--- config.mk ---
export PLATFORM = sky130hd
export DESIGN_NAME = asteroid_scheduler_flat
export DESIGN_NICKNAME = d
export VERILOG_FILES = /design/src/rtl/asteroid_scheduler_if.sv /design/src/rtl/asteroid_scheduler.sv /design/src/flat_wrapper.sv
export SDC_FILE = /design/constraint.sdc
export NUM_CORES = 1
export LEC_CHECK = 0
export ABC_AREA = 1
export CAP_MARGIN = 20
export CORE_MARGIN = 4
export CORE_UTILIZATION = 58
export CTS_BUF_LIST = sky130_fd_sc_hd__clkbuf_4 sky130_fd_sc_hd__clkbuf_8 sky130_fd_sc_hd__clkbuf_16
export DETAILED_ROUTE_END_ITERATION = 12
export GPL_TIMING_DRIVEN = 0
export PLACE_DENSITY_LB_ADDON = 0.3
export SKIP_LAST_GASP = 1
export SLEW_MARGIN = 20
export SYNTH_ARGS = -nofsm -noshare
export SYNTH_HDL_FRONTEND = slang
export SYNTH_SLANG_ARGS = --single-unit
--- constraint.sdc ---
create_clock -name clk -period 4.1 [get_ports clk]
set_input_delay 1.23 -clock clk [delete_from_list [all_inputs] [get_ports clk]]
set_output_delay 1.23 -clock clk [all_outputs]
set_load 0.01 [all_outputs]
--- src/rtl/asteroid_scheduler_if.sv ---
// Scheduler <-> game-control / asteroid-array signal bundle.
// master = scheduler side, slave = game control and the asteroid units.
interface asteroid_scheduler_if #(
  parameter int N_SLOTS = 4
);
  logic               enable;
  logic [N_SLOTS-1:0] moving;
  logic [N_SLOTS-1:0] offscreen;
  logic [N_SLOTS-1:0] hit;
  logic [N_SLOTS-1:0] start;
  logic [3:0]         direct;
  logic [N_SLOTS-1:0] slot_reset;
  logic [3:0]         active_count;
  logic [15:0]        spawn_count;
  logic               busy;

  modport master (
    input  enable, moving, offscreen, hit,
    output start, direct, slot_reset, active_count, spawn_count, busy
  );

  modport slave (
    output enable, moving, offscreen, hit,
    input  start, direct, slot_reset, active_count, spawn_count, busy
  );
endinterface

--- src/rtl/asteroid_scheduler.sv ---
// Spawn scheduler: every SPAWN_PERIOD cycles starts the lowest idle unit with an LFSR direction.
// All outputs registered (1-cycle response); start is held until moving, ack timeout or enable loss.
module asteroid_scheduler #(
  parameter int          N_SLOTS      = 4,
  parameter logic [23:0] SPAWN_PERIOD = 24'd12500000,
  parameter logic [23:0] ACK_TIMEOUT  = 24'd16777215,
  parameter logic [7:0]  LFSR_SEED    = 8'hA5
) (
  input logic                  clk,
  input logic                  reset,
  asteroid_scheduler_if.master sched_if
);
  localparam int SW = (N_SLOTS > 1) ? $clog2(N_SLOTS) : 1;

  typedef enum logic [1:0] {S_IDLE, S_WAIT, S_PICK, S_ISSUE} state_t;

  state_t             state_q;
  logic [23:0]        spawn_tmr_q;
  logic [23:0]        ack_tmr_q;
  logic [7:0]         lfsr_q, lfsr_d;
  logic [SW-1:0]      sel_q;
  logic [N_SLOTS-1:0] start_q;
  logic [3:0]         direct_q;
  logic [15:0]        spawn_cnt_q;
  logic               busy_q;
  logic [N_SLOTS-1:0] slot_reset_q, slot_reset_d;
  logic [N_SLOTS-1:0] pend_q, pend_d;
  logic [3:0]         active_cnt_q, active_cnt_d;
  logic [N_SLOTS-1:0] free_mask, pick_onehot;
  logic [SW-1:0]      pick_idx;
  logic               ack;

  function automatic logic [3:0] dir_code(input logic [2:0] idx);
    case (idx)
      3'd0:    dir_code = 4'b0010;
      3'd1:    dir_code = 4'b1010;
      3'd2:    dir_code = 4'b1000;
      3'd3:    dir_code = 4'b1001;
      3'd4:    dir_code = 4'b0001;
      3'd5:    dir_code = 4'b0101;
      3'd6:    dir_code = 4'b0100;
      default: dir_code = 4'b0110;
    endcase
  endfunction

  assign lfsr_d = {lfsr_q[6:0], lfsr_q[7] ^ lfsr_q[5] ^ lfsr_q[4] ^ lfsr_q[3]};
  assign ack    = sched_if.moving[sel_q];

  // Lowest free slot wins; slots awaiting retire cleanup are not free.
  always_comb begin
    free_mask   = ~sched_if.moving & ~pend_q;
    pick_idx    = '0;
    pick_onehot = '0;
    for (int i = N_SLOTS - 1; i >= 0; i--) begin
      if (free_mask[i]) begin
        pick_idx       = SW'(i);
        pick_onehot    = '0;
        pick_onehot[i] = 1'b1;
      end
    end
  end

  always_comb begin
    slot_reset_d = '0;
    pend_d       = '0;
    active_cnt_d = '0;
    for (int i = 0; i < N_SLOTS; i++) begin
      slot_reset_d[i] = sched_if.moving[i] & (sched_if.offscreen[i] | sched_if.hit[i])
                        & ~((state_q == S_ISSUE) && (sel_q == SW'(i))) & ~pend_q[i];
      pend_d[i]       = (pend_q[i] & sched_if.moving[i]) | slot_reset_d[i];
      active_cnt_d    = active_cnt_d + {3'b000, sched_if.moving[i]};
    end
  end

  always_ff @(posedge clk or posedge reset) begin
    if (reset) begin
      lfsr_q       <= LFSR_SEED;
      slot_reset_q <= '0;
      pend_q       <= '0;
      active_cnt_q <= '0;
    end else begin
      lfsr_q       <= lfsr_d;
      slot_reset_q <= slot_reset_d;
      pend_q       <= pend_d;
      active_cnt_q <= active_cnt_d;
    end
  end

  always_ff @(posedge clk or posedge reset) begin
    if (reset) begin
      state_q     <= S_IDLE;
      spawn_tmr_q <= '0;
      ack_tmr_q   <= '0;
      sel_q       <= '0;
      start_q     <= '0;
      direct_q    <= 4'b0010;
      spawn_cnt_q <= '0;
      busy_q      <= 1'b0;
    end else begin
      case (state_q)
        S_IDLE: begin
          if (sched_if.enable) begin
            state_q     <= S_WAIT;
            spawn_tmr_q <= SPAWN_PERIOD - 24'd1;
          end
        end
        S_WAIT: begin
          if (!sched_if.enable) begin
            state_q <= S_IDLE;
          end else if (spawn_tmr_q == 24'd0) begin
            state_q <= S_PICK;
            busy_q  <= 1'b1;
          end else begin
            spawn_tmr_q <= spawn_tmr_q - 24'd1;
          end
        end
        S_PICK: begin
          if (free_mask == '0) begin
            state_q     <= S_WAIT;
            spawn_tmr_q <= SPAWN_PERIOD - 24'd1;
            busy_q      <= 1'b0;
          end else begin
            state_q   <= S_ISSUE;
            sel_q     <= pick_idx;
            start_q   <= pick_onehot;
            direct_q  <= dir_code(lfsr_q[2:0]);
            ack_tmr_q <= ACK_TIMEOUT;
          end
        end
        S_ISSUE: begin
          // Timer hits zero on the cycle it counts down from 1, so start is high ACK_TIMEOUT cycles.
          if (ack) begin
            start_q     <= '0;
            busy_q      <= 1'b0;
            spawn_cnt_q <= spawn_cnt_q + 16'd1;
            spawn_tmr_q <= SPAWN_PERIOD - 24'd1;
            state_q     <= sched_if.enable ? S_WAIT : S_IDLE;
          end else if (!sched_if.enable) begin
            start_q <= '0;
            busy_q  <= 1'b0;
            state_q <= S_IDLE;
          end else if (ack_tmr_q <= 24'd1) begin
            start_q     <= '0;
            busy_q      <= 1'b0;
            spawn_tmr_q <= SPAWN_PERIOD - 24'd1;
            state_q     <= S_WAIT;
          end else begin
            ack_tmr_q <= ack_tmr_q - 24'd1;
          end
        end
        default: state_q <= S_IDLE;
      endcase
    end
  end

  assign sched_if.start        = start_q;
  assign sched_if.direct       = direct_q;
  assign sched_if.slot_reset   = slot_reset_q;
  assign sched_if.active_count = active_cnt_q;
  assign sched_if.spawn_count  = spawn_cnt_q;
  assign sched_if.busy         = busy_q;
endmodule

--- src/flat_wrapper.sv ---
// flat-port wrapper written by rule: the top's interface ports become plain ports
module asteroid_scheduler_flat 
#(
  parameter int          N_SLOTS      = 4,
  parameter logic [23:0] SPAWN_PERIOD = 24'd12500000,
  parameter logic [23:0] ACK_TIMEOUT  = 24'd16777215,
  parameter logic [7:0]  LFSR_SEED    = 8'hA5
)
  (clk, reset, sched_if_enable, sched_if_moving, sched_if_offscreen, sched_if_hit, sched_if_start, sched_if_direct, sched_if_slot_reset, sched_if_active_count, sched_if_spawn_count, sched_if_busy);
  asteroid_scheduler_if #(.N_SLOTS(N_SLOTS)) sched_if_i ();
  input logic clk;
  input logic reset;
  input wire logic [$bits(sched_if_i.enable)-1:0] sched_if_enable;
  input wire logic [$bits(sched_if_i.moving)-1:0] sched_if_moving;
  input wire logic [$bits(sched_if_i.offscreen)-1:0] sched_if_offscreen;
  input wire logic [$bits(sched_if_i.hit)-1:0] sched_if_hit;
  output wire logic [$bits(sched_if_i.start)-1:0] sched_if_start;
  output wire logic [$bits(sched_if_i.direct)-1:0] sched_if_direct;
  output wire logic [$bits(sched_if_i.slot_reset)-1:0] sched_if_slot_reset;
  output wire logic [$bits(sched_if_i.active_count)-1:0] sched_if_active_count;
  output wire logic [$bits(sched_if_i.spawn_count)-1:0] sched_if_spawn_count;
  output wire logic [$bits(sched_if_i.busy)-1:0] sched_if_busy;
  assign sched_if_i.enable = sched_if_enable;
  assign sched_if_i.moving = sched_if_moving;
  assign sched_if_i.offscreen = sched_if_offscreen;
  assign sched_if_i.hit = sched_if_hit;
  assign sched_if_start = sched_if_i.start;
  assign sched_if_direct = sched_if_i.direct;
  assign sched_if_slot_reset = sched_if_i.slot_reset;
  assign sched_if_active_count = sched_if_i.active_count;
  assign sched_if_spawn_count = sched_if_i.spawn_count;
  assign sched_if_busy = sched_if_i.busy;
  asteroid_scheduler #(.N_SLOTS(N_SLOTS), .SPAWN_PERIOD(SPAWN_PERIOD), .ACK_TIMEOUT(ACK_TIMEOUT), .LFSR_SEED(LFSR_SEED)) u_core (.clk(clk), .reset(reset), .sched_if(sched_if_i));
endmodule
layer_met3.png
Scale: 2 px per um. Cells faint in the background.
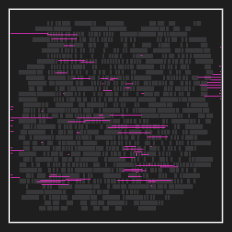
wire length on this layer: 523 um
longest straight run: 28.5 um
nets with wire on the layer: 62

sizes.png
Scale: 4 px per um.
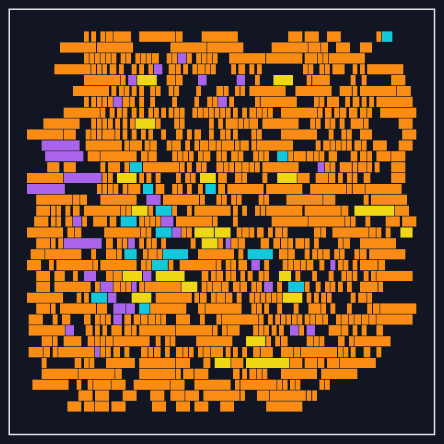
| colour | size | cells | share |
|---|---|---|---|
| yellow | _6 and larger | 21 | 2.6% |
| cyan | _3 and _4 cells | 15 | 1.8% |
| orange | _0 and _1 cells | 750 | 91% |
| purple | _2 cells | 34 | 4.1% |

==> Changelog: implementation <==
### Implementation results

- CP top delay family: buffers and inverters
- Top sig layer: met4
- CTS Hold Bufs: 0
- Vias in the first global route: 4756
- Most frequent cells in the layout: 266 x nand2_1, 109 x nor2_1, 91 x dfrtp_1
- Critical Path Slowest Stage Cell: clkdlybuf4s50_1
- Internal: 2.24 mW
- Comb pwr: 1.76 mW
- Drt first pass iters: 6
- Gate power share: 44.1%
- Top logic family: simple AND/OR/NAND/NOR gates
- Clock Path Buffers: 2
- Flop area: 0.00241 mm2
- VDD IR max: 320 uV
- Synthesized cell area: 0.00556 mm2
- Fin area: 0.00643 mm2
- Drt via density: 5.25
- Met2 WL: 5990 um
- P_sw: 1.76 mW
- Crit path DAT: 3020 ps
- Sequential Power Share: 39.7%
- Leak: 3.07 nW
- Setup crit end: u_core.spawn_tmr_q[16]
- Ys cells: 757
- Seq cells: 96
- R2R depth: 13
- GPL Wtd Cong: 0.943
- Top-area cell share: 40.9%
- DR vias: 4983
- Top_reg_cell synth: dfrtp_1
- Non-clock buffering overhead: 9.44%
- FF+latch count, synth: 96
- Placed insts: 933
- GRT met3 Usage: 2.91%
- Status: completed
- WL met3: 523 um
- Setup WS post-layout: 1330 ps
- Simple Share, Synth: 37.8%
- Synth mux share: 0%
- Fin util: 69.2%
- Iter 0 DRT Violations: 304
- Setup WS pre-CTS: 974 ps
- Final Critical Period: 2770 ps
- Hold EP: u_core.lfsr_q[7]
- Die ar.: 0.0112 mm2
- Root buf cell: clkbuf_8
- Pwr top: combinational logic
- Fin cells: 949
- HP Start: u_core.lfsr_q[6]
- Yosys adder share: 1.71%
No activity file was given, so power comes from the tool's default toggle rates.
